## config.mk

```make
export PLATFORM = sky130hd
export DESIGN_NAME = regfile_read_unit
export DESIGN_NICKNAME = d
export VERILOG_FILES = /design/src/rtl/regfile_read_unit.sv
export SDC_FILE = /design/constraint.sdc
export NUM_CORES = 2
export LEC_CHECK = 0
export CORE_UTILIZATION = 35
export DETAILED_ROUTE_END_ITERATION = 8
export GPL_TIMING_DRIVEN = 0
export SLEW_MARGIN = 20
export SYNTH_ARGS = -nofsm -noshare
export SYNTH_HDL_FRONTEND = slang
export SYNTH_SLANG_ARGS = --single-unit
export TNS_END_PERCENT = 20
```

## constraint.sdc

```tcl
create_clock -name clk -period 8.9 [get_ports clk]
set_input_delay 1.78 -clock clk [delete_from_list [all_inputs] [get_ports clk]]
set_output_delay 1.78 -clock clk [all_outputs]
set_load 0.05 [all_outputs]
```

## src/rtl/regfile_read_unit.sv

```systemverilog
// Integer register file read unit: NREGS x DATA_W storage, one write port,
// two bypassed read ports behind a valid/ready handshake and a one-entry result buffer.
module regfile_read_unit #(
   parameter int unsigned DATA_W   = 64,
   parameter int unsigned NREGS    = 32,
   parameter int unsigned ADDR_W   = 5,
   parameter int unsigned ZERO_REG = 31
) (
   input  logic              clk,
   input  logic              rst_n,
   input  logic              wr_en,
   input  logic [ADDR_W-1:0] wr_addr,
   input  logic [DATA_W-1:0] wr_data,
   input  logic              req_valid,
   output logic              req_ready,
   input  logic [ADDR_W-1:0] req_addr_a,
   input  logic [ADDR_W-1:0] req_addr_b,
   output logic              out_valid,
   input  logic              out_ready,
   output logic [DATA_W-1:0] rd_data_a,
   output logic [DATA_W-1:0] rd_data_b,
   input  logic              flush
);

   localparam logic [ADDR_W-1:0] ZERO_A  = ADDR_W'(ZERO_REG);
   localparam logic [ADDR_W:0]   NREGS_L = (ADDR_W+1)'(NREGS);

   logic [DATA_W-1:0] r_regs [NREGS];
   logic              r_out_valid;
   logic [DATA_W-1:0] r_rd_a;
   logic [DATA_W-1:0] r_rd_b;

   logic              w_wr_ok;
   logic              w_accept;
   logic              w_consume;
   logic [DATA_W-1:0] w_val_a;
   logic [DATA_W-1:0] w_val_b;

   // Zero register and out-of-range indices read as 0; same-cycle write wins over storage.
   function automatic logic [DATA_W-1:0] f_read(
      input logic [ADDR_W-1:0] x,
      input logic [DATA_W-1:0] stored,
      input logic              wr_ok,
      input logic [ADDR_W-1:0] waddr,
      input logic [DATA_W-1:0] wdata
   );
      if (x == ZERO_A || {1'b0, x} >= NREGS_L) return '0;
      if (wr_ok && waddr == x)                return wdata;
      return stored;
   endfunction

   always_comb begin
      w_wr_ok   = wr_en && (wr_addr != ZERO_A) && ({1'b0, wr_addr} < NREGS_L);
      req_ready = !r_out_valid || out_ready;
      w_accept  = req_valid && req_ready && !flush;
      w_consume = r_out_valid && out_ready;
      w_val_a   = f_read(req_addr_a, r_regs[req_addr_a], w_wr_ok, wr_addr, wr_data);
      w_val_b   = f_read(req_addr_b, r_regs[req_addr_b], w_wr_ok, wr_addr, wr_data);
   end

   always_ff @(posedge clk) begin
      if (!rst_n) begin
         for (int unsigned i = 0; i < NREGS; i++) begin
            r_regs[i] <= '0;
         end
      end else if (w_wr_ok) begin
         r_regs[wr_addr] <= wr_data;
      end
   end

   always_ff @(posedge clk) begin
      if (!rst_n) begin
         r_out_valid <= 1'b0;
         r_rd_a      <= '0;
         r_rd_b      <= '0;
      end else if (flush) begin
         r_out_valid <= 1'b0;
      end else if (w_accept) begin
         r_out_valid <= 1'b1;
         r_rd_a      <= w_val_a;
         r_rd_b      <= w_val_b;
      end else if (w_consume) begin
         r_out_valid <= 1'b0;
      end
   end

   assign out_valid = r_out_valid;
   assign rd_data_a = r_rd_a;
   assign rd_data_b = r_rd_b;

endmodule

```

==> notes.org <==
#+TITLE: Physical design notes

** Run status
- The flow ran to the end, but the final reports show violations.
- Violated checks :: DRC

** Logic synthesis
- The share of the Yosys chip area taken by registers is 0.575.
- In this run, distinct cell masters in the synthesized netlist total 53.
- #FFs+latches synth :: 2177
- The cell-mix breakdown from Yosys lists the XOR/XNOR area share as 0.000786.
- EDFF count, synth :: 2048
- Cell area after synthesis :: 111000 um^2
- Main flop type after synthesis :: edfxtp_1
- Area of the synthesized netlist per yosys stat :: 111000 um^2
- The number of cells reported by Yosys stat comes to 7305.
- Adder and majority gate portion of the synthesized area :: 0
- The Yosys step of the flow raised 0 warnings.
- Of all flip-flops after synthesis, the portion carrying an async set or reset was 0.
- Simple-gate portion of the synthesized area :: 0.124

** Critical path
- Buffers plus inverters on the worst setup path :: 5
- In this run the worst setup path begins at req_addr_b[2].
- STA puts the critical path data arrival time at 7.85 ns.
- CP endpoint kind :: flip-flop
- Max fanout on the critical path was recorded as 11.
- Counting stages on the worst path, the most repeated cell is buf_2.
- Data on the critical path is required at its endpoint by 9.67 ns.

** Route
- Via-per-instance ratio :: 6.73
- The routed design shows a wire length per standard cell of 48.3 um.
- Number of detailed-routing iterations run before antenna repair :: 9
- Drt first-iter violations :: 16400
- The count of nets left with antenna violations once routing finished came out at 0.
- The routed layout has 83600 vias.
- DR DRC count :: 4
- Post-detailed-routing wire length :: 599000 um

** Final layout
- Flip-flop count of the largest register, all copies and words added :: 2048
- Reg area :: 64100 um^2
- Most numerous logic cell after layout :: edfxtp_1
- Commonest non-fill, non-tap cells in the layout :: edfxtp_1, and2_1, mux4_2
- For this run, the post-layout net count is 8097.
- Summing all multi-input logic gate instances after layout gives 44600 um^2.
- The largest register by flop count is r_regs.
- FILL cells :: 28400

** Clocking
- TritonCTS built the clock tree.
- The clock reaches the later pin of the worst-skew pair after 0.96 ns.
- After clock tree synthesis, the repair step resized 0 gates.
- Counting along the longest clock path gives a buffer depth of 4.
- Setup Fix Bufs, Post-CTS :: 0
- The CTS report gives the tree buffer count as 230.
- After clock tree synthesis, the flow added hold-fix buffers numbering 0.
- On the reported timing paths, the clock transition at the registers reads 0.06 ns.

** STA
- Count of final hold-check violations :: 0
- For the final routed database, the setup TNS stands at 0 ns.
- Number of setup violations in the final report :: 0
- Across all checked pins, the minimum headroom to the slew limit is 0.102.
- Post-route period utilization is reported as 0.796.
- Worst clock skew :: 0.0557 ns
- Pins over their slew limit in the final report were tallied at 0.
- Static timing analysis puts the maximum clock frequency at 141 MHz.
- Shortest clock period the worst path allows after layout :: 7.09 ns

** Flow run
- Max-capacitance violation count :: 0
- The logs give a warning total of 28.

** Die
- The initial utilization of the core area, before any placement, comes to 0.353.
- Die Footprint :: 321000 um^2
- In this run the vertical extent of the chip is 566 um.
- The horizontal die dimension reported for this design is 566 um.
- For reference, the placement row count at floorplan is 206.
- Number of top-level pins :: 215

** Power and ir drop
- The analysis attributes to net switching a power of 7.42 mW.
- Switching power as a fraction of the total was reported as 0.282.
- Clock network power for this build is 10.2 mW.
- The largest share of the power goes to registers.
- Per the power-grid run, VDD falls by no more than 0.158 mV.
- The share of total power dissipated in sequential elements is 0.461.

** Global routing
- For met2 alone, demand over resource in global routing was 0.505.
- The initial antenna violation count was 75.
- met1 track demand over resource after global routing is 0.418.
- For met3 alone, demand over resource in global routing was 0.165.
- Global route total overflow :: 0
- Total global-route track usage over all layers is 0.364.
- The first global-routing pass estimated 763000 um of wire.
- The via count of the first global-routing pass came to 77700.

** Placed design
- Number of cells after detailed placement :: 11900
- In the placement report, post-DP HPWL is listed as 450000 um.
- I/O Buffers :: 204

** Min path
- Critical hold path startpoint :: rd_data_b[17]
- The tightest min-delay check is of the reg -> reg type.
-- stage by stage --
stage	util	cell area [um^2]	setup WS, ns
3_3_place_gp	0.377	119000	-7.26
2_1_floorplan	-	112000	1.20
3_5_place_dp	0.394	125000	1.59
6_report	0.419	132000	1.81
5_1_grt	0.419	132000	2.25
4_1_cts	0.419	132000	2.57
-- synth_stat cells (all sizes together) (6+ instances only) --
cell type     n  area [um^2]
or4          12         90.1
a222oi       19          190
xnor2         7         61.3
o22ai       225         1410
a21oi        42          210
nor2b        44          275
a221o        43          430
a22oi       127          953
mux4        910        20500
dfxtp       129         2580
buf         245         1550
nand3b        9         67.6
nor2         95          359
or2          21          131
or3          21          131
a22o         42          368
o21ai        84          420
edfxtp     2048        61500
o41ai        33          289
a211oi       72          546
clkbuf      555         2080
o221ai       55          482
a221oi       19          166
mux2i       299         2990
nand3         7         40.0
or3b          6         52.6
a2111oi      79          692
and2       1986        12400
nand2b        8         50.1
nand2        29          109
-- area by class of cell --
type / instances / area share
Buffer: 800 / 0.0285
Multi-Input combinational cell: 4388 / 0.337
Tap cell: 4160 / 0.0393
Clock buffer: 291 / 0.0465
Inverter: 3 / 0.000123
Timing Repair Buffer: 412 / 0.0521
Sequential cell: 2177 / 0.484
Clock inverter: 130 / 0.0112
Antenna cell: 49 / 0.000927
-- routing by layer --
| metal | wire length, um | vias up |
|---|---|---|
| met1 | 194000 | 43100 |
| met3 | 95400 | 2039 |
| met5 | 695 | - |
| met2 | 244000 | 8360 |
| li1 | - | 30000 |
| met4 | 66000 | 27 |
-- worst paths after layout --
path                         to  slack (ns)  cells past startpoint
setup / recovery  rd_data_b[51]        1.81                      9
hold / removal    rd_data_b[17]        0.49                      1
setup reg to reg  rd_data_a[61]        4.91                      7
hold reg to reg   rd_data_b[17]        0.49                      1
Fig. 1: placement view
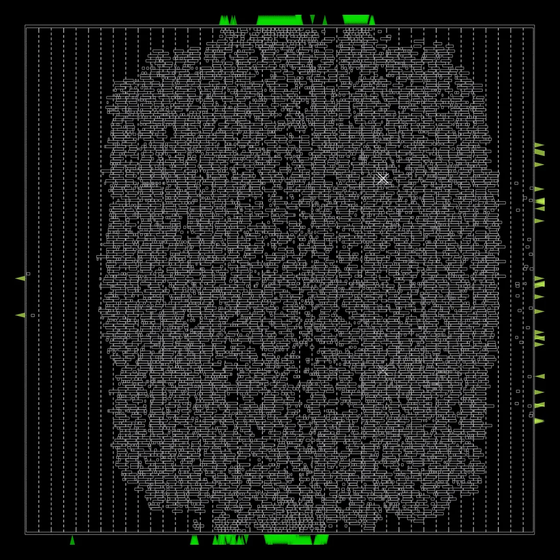
number of sequential storage elements: 2177
placeable core region: 316000 um^2

Fig. 2: cell area per tile
The bar under the picture is 200 um long. The die is cut into 28 by 28 equal tiles; white is low, dark blue is high, 0 to 100% covered.
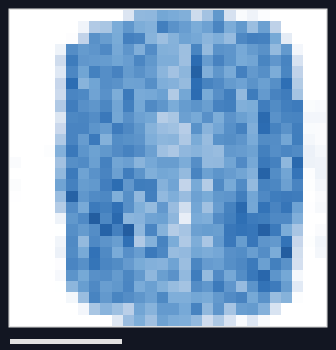
The mean over all tiles is 40%. 23% of the tiles are nearly empty. The fullest tile reaches 82%. 2.4% of the tiles are over 75% full.

Fig. 3: sequential cells colored by netlist name
The bar under the picture is 200 um long. Other sequential cells in the stronger gray, the rest of the logic in the fainter gray.
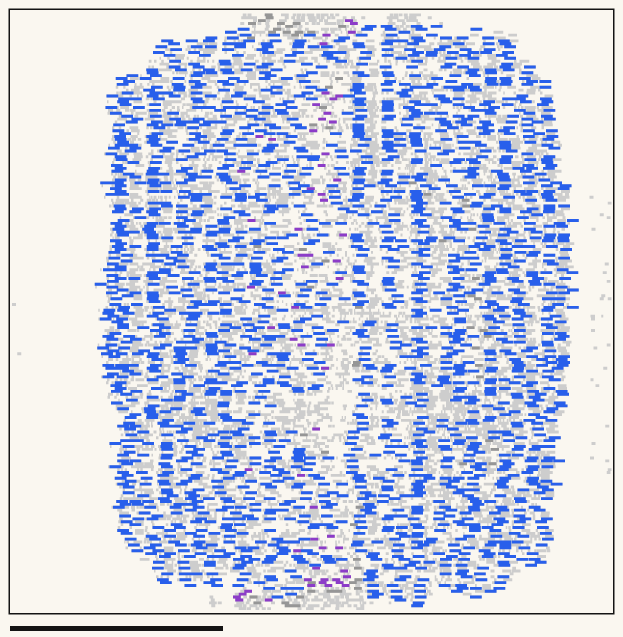
r_regs: in blue, placed flops 2048, where widely spread. rd_data_a: in purple, placed flops 64, where a column down the middle.

Fig. 4: PDN straps and rails
The bar under the picture is 200 um long. Pins as bars on the die edge. Tap cells in gray.
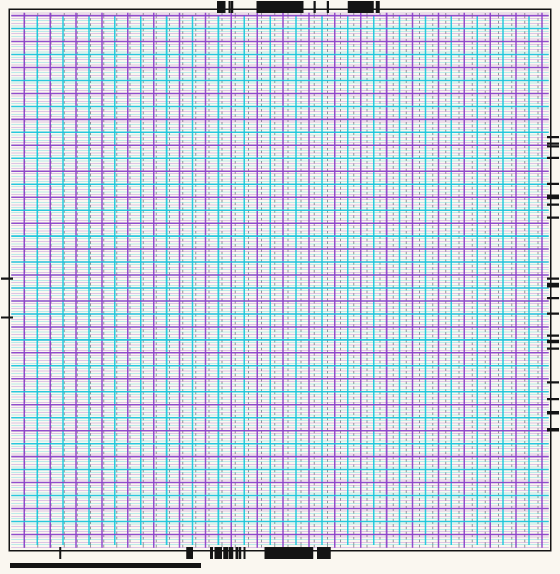
VSS: in purple. VDD: in cyan.
207 met1 rails follow the rows. 4160 tap cells. 41 straps on met4. 215 signal pins sit on the boundary. The core has 206 rows.

Fig. 5: wires at chosen ports, followed through buffers
The bar under the picture is 200 um long.
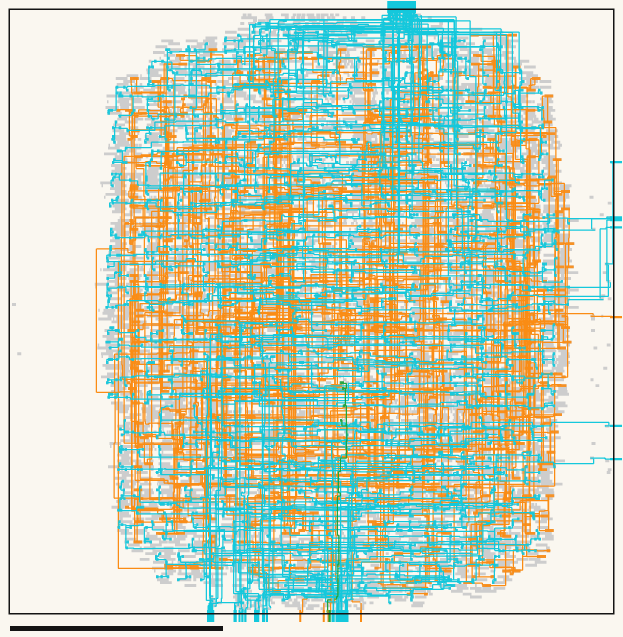
wr_data: in cyan, direction input, end cells 2112, wire 57.6 mm. wr_en: in green, direction input, end cells 4, wire 259 um. req_addr_b: in orange, direction input, end cells 721, wire 77.6 mm.

No activity file was given, so power comes from the tool's default toggle rates.
